--- config.mk ---
export PLATFORM = sky130hd
export DESIGN_NAME = seg7_scan_receiver
export DESIGN_NICKNAME = d
export VERILOG_FILES = /design/src/rtl/seg7_scan_receiver.sv
export SDC_FILE = /design/constraint.sdc
export NUM_CORES = 1
export LEC_CHECK = 0
export ABC_AREA = 1
export CELL_PAD_IN_SITES_DETAIL_PLACEMENT = 0
export CELL_PAD_IN_SITES_GLOBAL_PLACEMENT = 1
export CORE_AREA = 5 5 93 95
export CTS_CLUSTER_SIZE = 25
export DETAILED_ROUTE_END_ITERATION = 7
export DIE_AREA = 0 0 98 100
export GPL_TIMING_DRIVEN = 0
export PLACE_DENSITY = 0.79
export SLEW_MARGIN = 20
export SYNTH_ARGS = -nofsm -noshare
export SYNTH_HDL_FRONTEND = slang
export SYNTH_SLANG_ARGS = --single-unit
--- constraint.sdc ---
create_clock -name clock -period 5.9 [get_ports clock]
set_input_delay 1.18 -clock clock [delete_from_list [all_inputs] [get_ports clock]]
set_output_delay 1.18 -clock clock [all_outputs]
set_load 0.1 [all_outputs]
--- src/rtl/seg7_scan_receiver.sv ---
// rtl/seg7_scan_receiver.sv - seven-segment scan bus receiver: glitch filter, segment decode, frame assembly
module seg7_scan_receiver #(
  parameter int DIGITS = 4,
  parameter int STABLE = 3
) (
  input  logic                  clock,
  input  logic                  reset_n,
  input  logic [DIGITS-1:0]     sel,
  input  logic [6:0]            segmentos,
  output logic [4*DIGITS-1:0]   bcd_out,
  output logic [DIGITS-1:0]     blank,
  output logic [DIGITS-1:0]     erro,
  output logic                  quadro_valido,
  output logic                  sel_erro
);

  localparam int CW = $clog2(STABLE + 1);
  localparam int SW = DIGITS + 7;

  // s1 is the registered bus sample, s2 the sample before it
  logic [SW-1:0]        s1;
  logic [SW-1:0]        s2;
  logic [CW-1:0]        cnt;
  logic [CW-1:0]        cnt_next;
  logic                 same;
  logic                 accept;

  logic [DIGITS-1:0]    acc_sel_n;
  logic [6:0]           acc_seg;
  logic                 sel_one;
  logic                 sel_multi;

  logic [3:0]           dec_code;
  logic                 dec_blank;
  logic                 dec_erro;

  logic [4*DIGITS-1:0]  work_code;
  logic [DIGITS-1:0]    work_blank;
  logic [DIGITS-1:0]    work_erro;
  logic [DIGITS-1:0]    seen;
  logic [DIGITS-1:0]    seen_next;
  logic                 write_digit;

  // Stability counter and the single accept event at the moment it reaches STABLE
  always_comb begin
    same     = (s1 == s2);
    cnt_next = CW'(1);
    if (same) begin
      cnt_next = (cnt == CW'(STABLE)) ? cnt : cnt + CW'(1);
    end
    accept    = same && (cnt == CW'(STABLE - 1));
    acc_sel_n = ~s1[SW-1:7];
    acc_seg   = s1[6:0];
    sel_one   = $onehot(acc_sel_n);
    sel_multi = (acc_sel_n != '0) && !sel_one;
    write_digit = accept && sel_one;
  end

  // Segment pattern back to BCD; dark digit is F, anything unknown is E
  always_comb begin
    dec_code  = 4'hE;
    dec_blank = 1'b0;
    dec_erro  = 1'b0;
    case (acc_seg)
      7'b0000001: dec_code = 4'd0;
      7'b1001111: dec_code = 4'd1;
      7'b0010010: dec_code = 4'd2;
      7'b0000110: dec_code = 4'd3;
      7'b1001100: dec_code = 4'd4;
      7'b0100100: dec_code = 4'd5;
      7'b0100000: dec_code = 4'd6;
      7'b0001111: dec_code = 4'd7;
      7'b0000000: dec_code = 4'd8;
      7'b0000100: dec_code = 4'd9;
      7'b1111111: begin
        dec_code  = 4'hF;
        dec_blank = 1'b1;
      end
      default: begin
        dec_code = 4'hE;
        dec_erro = 1'b1;
      end
    endcase
  end

  // Seen mask: cleared when a full frame is published, then any new accept lands on top
  always_comb begin
    seen_next = (&seen) ? '0 : seen;
    if (write_digit) begin
      seen_next = seen_next | acc_sel_n;
    end
  end

  // Sampling, filtering, per-digit work registers and frame publication
  always_ff @(posedge clock) begin
    if (!reset_n) begin
      s1            <= '0;
      s2            <= '0;
      cnt           <= '0;
      work_code     <= '0;
      work_blank    <= '0;
      work_erro     <= '0;
      seen          <= '0;
      bcd_out       <= '1;
      blank         <= '1;
      erro          <= '0;
      quadro_valido <= 1'b0;
      sel_erro      <= 1'b0;
    end else begin
      s1            <= {sel, segmentos};
      s2            <= s1;
      cnt           <= cnt_next;
      seen          <= seen_next;
      quadro_valido <= 1'b0;
      sel_erro      <= accept && sel_multi;
      if (&seen) begin
        bcd_out       <= work_code;
        blank         <= work_blank;
        erro          <= work_erro;
        quadro_valido <= 1'b1;
      end
      for (int i = 0; i < DIGITS; i++) begin
        if (write_digit && acc_sel_n[i]) begin
          work_code[4*i +: 4] <= dec_code;
          work_blank[i]       <= dec_blank;
          work_erro[i]        <= dec_erro;
        end
      end
    end
  end

endmodule
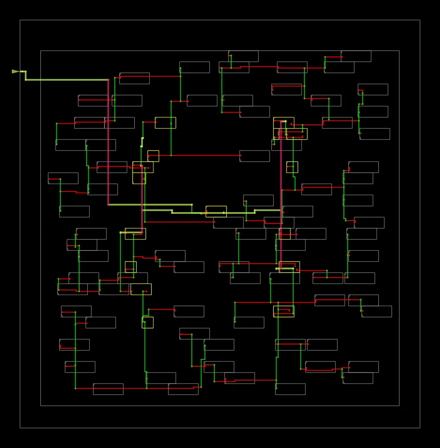
Run 1: clock wiring as the flow saved it
flop count: 78
clock skew: 0.01558 ns
later-pin clock latency in the skew report: 0.35 ns

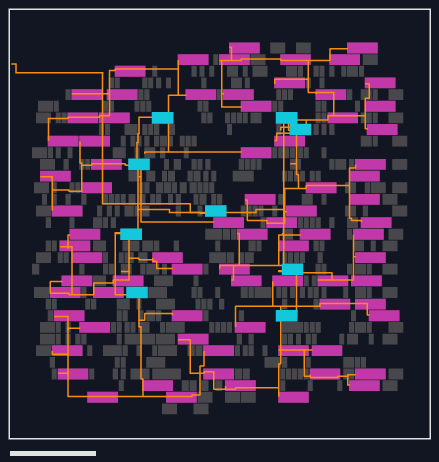
Run 1: routed clock nets over the placement
Scale bar: 20 um.
[flip-flops] magenta | count: 78
[cells driving clock nets] cyan | count: 9
[clock wires] orange | length: 1,010 um
routed clock nets: 10

==> qor.yml, run 1 <==
yosys:
  syn_nets: 459
  yosys_register_bits: 78
  adder_share_pct: 2.543
  synthTopCellsByArea: "dfxtp_1, nand2_1, inv_1, nor2_1, o211ai_1"
  top_cells_by_count: "nand2_1, dfxtp_1, inv_1, nor2_1, o211ai_1"
  synth_chip_area_sq_um: 3247
  syn_area_per_cell_sq_um: 7.379
  synthesis.area_sq_um: 3247
  ys_cells: 440
  top_area_cell: "dfxtp_1"
  simple_gate_area_share_pct: 28.36
  edf_count: 0
  top_cell: "nand2_1"
  yosys.area_share.xor_xnor_pct: 1.618
  yosys_most_used_dff: "dfxtp_1"
  mux_share_pct: 0
  synth_top_area_share_pct: 48.09
  synth_cell_type_count: 25
  synth_warnings: 0
  ys_sh_aoi_pct: 7.168
  ys_seq_share_pct: 48.09
  async_flop_share_pct: 0
  top_logic_kind: "simple AND/OR/NAND/NOR gates"
  synthCells: 440
run_status:
  status: "complete, no violations"
critical_path:
  cpPeakStageDelay_ns: 1.14
  crit_chain: "clkdlybuf4s50_1"
  cp-start-kind: "flip-flop"
  critPathCaptureType: "primary output"
  critPathArrivalTime_ns: 1.84
  worst-setup-path-type: "reg2out"
  crit_family: "buffers and inverters"
  crit_slowest_cell: "clkdlybuf4s50_1"
  critPathMaxFanout: 2
  worst_ep_required_time_ns: 4.72
  critPathBufInv: 1
clocking:
  cts-root-buf: "clkbuf_8"
  cts_resized: 0
  cts.sink_count: 78
  htree_num_levels: 3
  clk_pin_slew_ns: 0.09
  clockBufferDepth: 2
  cts_tree: "done"
  numCtsBuffers: 9
  hold_buffers: 0
  post_cts_buffers: 0
finish:
  buffer_area_share_pct: 12.29
  nFillCells: 768
  sh_comb_area_pct: 32.89
  inverters_excl_clock: 76
  fin_nets: 507
  postLayoutCoreUtil_pct: 51.24
  stdcell_count: 595
  seq_area_share_pct: 39.85
  final_layout_size_suffix_gt1_share_pct: 6.288
  layout.cells.most_common_list: "nand2_1, dfxtp_1, inv_1"
  logic_area_sq_um: 1289
  clkbuf_count: 10
  largest_cell_class: "sequential cells"
  final_area_sq_um: 3919
  mostFrequentLayoutCell: "nand2_1"
  buffers: 53
  antennaDiodeCount: 0
  clock_tree_area_fraction_pct: 4.438
  area_delta_synth_final_pct: 20.69
  logic_gates: 270
  final-seq-area_sq_um: 1562
global_routing:
  first_global_vias: 2478
  met3_usage_pct: 2.849
  grt_usage_pct: 13.60
  grt_max_degree: 15
  met1_usage_pct: 15.83
  grt-ovfl-total: 0
  use_met2_pct: 24.08
  grt_pass1_wl_um: 10930
  antenna_found_initial: 0
  grt.busiest_layer: "met2"
place:
  dpl_cell_area_sq_um: 3745
  dp.final_hpwl_um: 4634
  portBuffers: 37
  place_inst: 579
  place.gp.congestion: 0.7659
  dp_slack_ns: 3.265
pwr:
  p_leak_nw: 2.086
  power.density_nw_per_um2: 245.8
  irDropWorstVdd_mv: 0.1366
  total_power_w: 0.0009632
job:
  drv_cap: 0
  warnings: 28
floorplanning:
  die_area_sq_um: 9800
  ios: 39
  rows: 32
  initCoreUtil_pct: 42.46
  coreArea_sq_um: 7647
  tapCellCount: 102
  fp.dieW_um: 98
  die_y_um: 100
sta:
  fin_crit_ns: 3.018
  worst_hold_slack_ns: 0.4596
  final.setup.tns_ns: 0
  setup_violations: 0
  rsz0062_at_grt: "false"
  worst_slack_ns: 2.882
  hold_viol: 0
  timing.fmax_mhz: 331.3
  maxSlewViolCount: 0
  relSlewSlack_pct: 34.71
  timing.final.crit_share_pct: 51.15
  worst_slew_pin_slew_ns: 0.9763
detailed_routing:
  vias_per_cell: 4.410
  first_iter_violations: 91
  ant_nets: 0
  vias: 2624
  drc: 0
  wl_per_cell_um: 10.65
  drt-total-wl_um: 6339
  drt_pass1_iterations: 7
worst_hold_path:
  hold_path_class: "reg2reg"
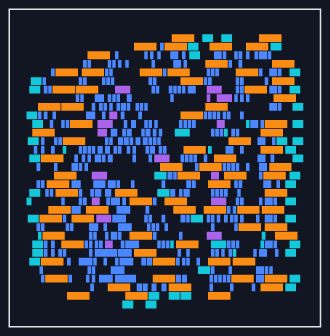
Run 1: cell classes on the final placement
[clock drivers and dummy loads] purple | cells: 16 | share of their area: 4.6%
[all other logic] blue | cells: 346 | share of their area: 42%
[other buffers and delay cells] cyan | cells: 53 | share of their area: 13%
[flip-flops] orange | cells: 78 | share of their area: 41%

run 1: final timing paths:
check	startpoint	to	slack, ns	cells after the start
worst max-delay path	erro[3]	erro[3]	2.88	1
worst min-delay path	work_erro[1]	erro[1]	0.46	2
worst max register to register	s1[7]	work_code[12]	3.41	9
worst min register to register	work_erro[1]	erro[1]	0.46	2
run 1: where the power goes:
group	switching, W	internal (W)
Sequential	0.00000750	0.000533
Clock	0.000205	0.000154
Combinational	0.0000385	0.0000249
run 1: layer usage:
layer	wire length (um)	vias up
met1	2977	1138
met4	121	0
met3	294	10
met5	0	-
met2	2945	50
li1	-	1426
run 1: state kept, by name, indices dropped and copies added, names as in the netlist, 11 cells and up:
name / count
work_code: 16
s2: 11
bcd_out: 16
s1: 11
Run 1, wire density map:
20 x 20 tiles, from dark blue (low) to red (high), scaled to the fullest tile. Values are wire area over tile area, all layers added.
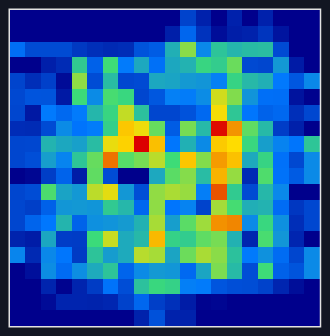

==> inputs of run 2 (changes only) <==
CORE_AREA = 5 5 101 103   (was 5 5 93 95)
DIE_AREA = 0 0 106 108   (was 0 0 98 100)
PLACE_DENSITY = 0.7   (was 0.79)
clock period = 2.6 ns   (was 5.9 ns; I/O delays follow)
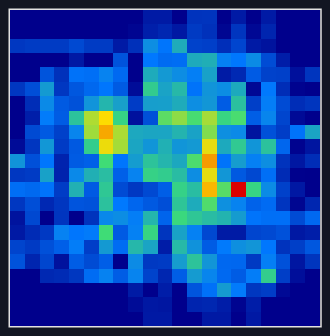
Run 2: wire density map
21 x 22 tiles, from dark blue (low) to red (high), scaled to the fullest tile. Values are wire area over tile area, all layers added.
nearly empty tiles: 23%
densest ninth of the die: centre
fullest tile: 0.50

==> qor.yml, run 2 <==
yosys:
  synth_top_area_share_pct: 48.09  # unchanged
  top_area_cell: "dfxtp_1"  # unchanged
  synth_cell_type_count: 25  # unchanged
  synth_warnings: 0  # unchanged
  top_cells_by_count: "nand2_1, dfxtp_1, inv_1, nor2_1, o211ai_1"  # unchanged
  synthCells: 440  # unchanged
  yosys_most_used_dff: "dfxtp_1"  # unchanged
  synth_chip_area_sq_um: 3247  # unchanged
  adder_share_pct: 2.543  # unchanged
finish:
  layout.cells.most_common_list: "nand2_1, dfxtp_1, inv_1"  # unchanged
  postLayoutCoreUtil_pct: 43.60  # was 51.24%
  fin_nets: 508  # was 507
  seq_area_share_pct: 39.35  # was 39.85%
  reg.largest.list: "bcd_out: 16 flops, work_code: 16 flops"  # unchanged
  mostFrequentLayoutCell: "nand2_1"  # unchanged
  clkbuf_count: 10  # unchanged
  area_delta_synth_final_pct: 22.31  # was 20.69%
pwr:
  switching_power_w: 0.0005777  # was 0.0002507 W
  p_int_w: 0.001721  # was 0.0007125 W
  p_clk_w: 0.000919  # was 0.000359 W
  clkPwrFrac_pct: 40.0  # was 37.2%
  power.density_nw_per_um2: 578.8  # was 245.8 nW/um^2
  p_leak_nw: 2.105  # was 2.086 nW
  seq_power_w: 0.00123  # was 0.000541 W
  p_seq_share_pct: 53.4  # was 56.2%
  combPwrFrac_pct: 6.6  # about the same
  p_comb_w: 0.000151  # was 0.0000634 W
critical_path:
  crit_family: "adder cells"  # was buffers and inverters
  worst-setup-path-type: "reg2reg"  # was reg2out
  critPathMaxFanout: 10  # was 2
  critPathBufInv: 3  # was 1
  critPathArrivalTime_ns: 2.68  # was 1.84 ns
  crit_chain: "fa_1 > inv_1 > ha_1 > ha_1 > nor3b_4 > buf_4 > nand4_2 > buf_6 > nor2_1 > nor2_1"  # was clkdlybuf4s50_1
  crit_slowest_cell: "fa_1"  # was clkdlybuf4s50_1
  cpPeakStageDelay_ns: 0.54  # was 1.14 ns
place:
  place.gp.congestion: 0.8583  # was 0.7659
  dp_slack_ns: 0.06464  # was 3.265 ns
  place_inst: 588  # was 579
  dpl_cell_area_sq_um: 3756  # was 3745 sq um
  portBuffers: 37  # unchanged
clocking:
  cts-root-buf: "clkbuf_8"  # unchanged
  cts_resized: 0  # unchanged
  numCtsBuffers: 9  # unchanged
  hold_buffers: 0  # unchanged
  clockBufferDepth: 2  # unchanged
  post_cts_buffers: 0  # unchanged
  clk_pin_slew_ns: 0.09  # about the same
sta:
  rsz0062_at_grt: "false"  # unchanged
  relSlewSlack_pct: 34.79  # was 34.71%
  setup_violations: 0  # unchanged
  worst_slew_pin_slew_ns: 0.9752  # was 0.9763 ns
  worst_slack_ns: 0.1688  # was 2.882 ns
  final.setup.tns_ns: 0  # unchanged
  fin_skew_ns: 0.01019  # was 0.01558 ns
  fin_crit_ns: 2.431
  timing.fmax_mhz: 411.3
floorplanning:
  coreArea_sq_um: 9109  # was 7647 sq um
  die_y_um: 108  # was 100 um
  ios: 39  # unchanged
  die_area_sq_um: 11450  # was 9800 sq um
detailed_routing:
  ant_nets: 0  # unchanged
  drc: 0  # unchanged
  drt_pass1_iterations: 4  # was 7
  vias_per_cell: 4.317  # was 4.410
  wl_per_cell_um: 11.36  # was 10.65 um
  vias: 2612  # was 2,624
global_routing:
  antenna_found_initial: 0  # unchanged
  grt_max_degree: 15  # unchanged
  grt-ovfl-total: 0  # unchanged
  grt_usage_pct: 12.86  # was 13.60%
run_status:
  status: "complete, no violations"  # unchanged
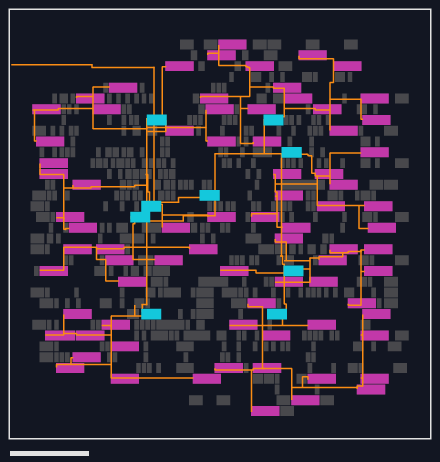
Run 2: routed clock nets over the placement
Scale bar: 20 um.
[flip-flops] magenta | count: 78
[cells driving clock nets] cyan | count: 9
[clock wires] orange | length: 1,030 um
flops lie: spread over the die
routed clock nets: 10

-- run 2: cell counts after synthesis --
Identical to the previous run, type by type.
-- run 2: layer usage --
layer | part of all wire (%) | GRT usage [%] | vias up | wire length (um)
met5 | 0 | 0 | - | 0
met2 | 45 | 21.77 | 44 | 3117
met4 | 2.3 | 6.198 | 0 | 160
met3 | 3.2 | 2.269 | 11 | 218
li1 | - | - | 1423 | -
met1 | 49 | 15.90 | 1134 | 3379
-- run 2: path summary, 6_finish.rpt --
path,from,end,slack (ns),cells after the start
worst max-delay path,s1[7],work_code[1],0.17,10
worst min-delay path,work_erro[3],erro[3],0.46,2
worst max register to register,s1[7],work_code[1],0.17,10
worst min register to register,work_erro[3],erro[3],0.46,2
Power figures rest on the tool's default switching activity, not on a simulated workload.
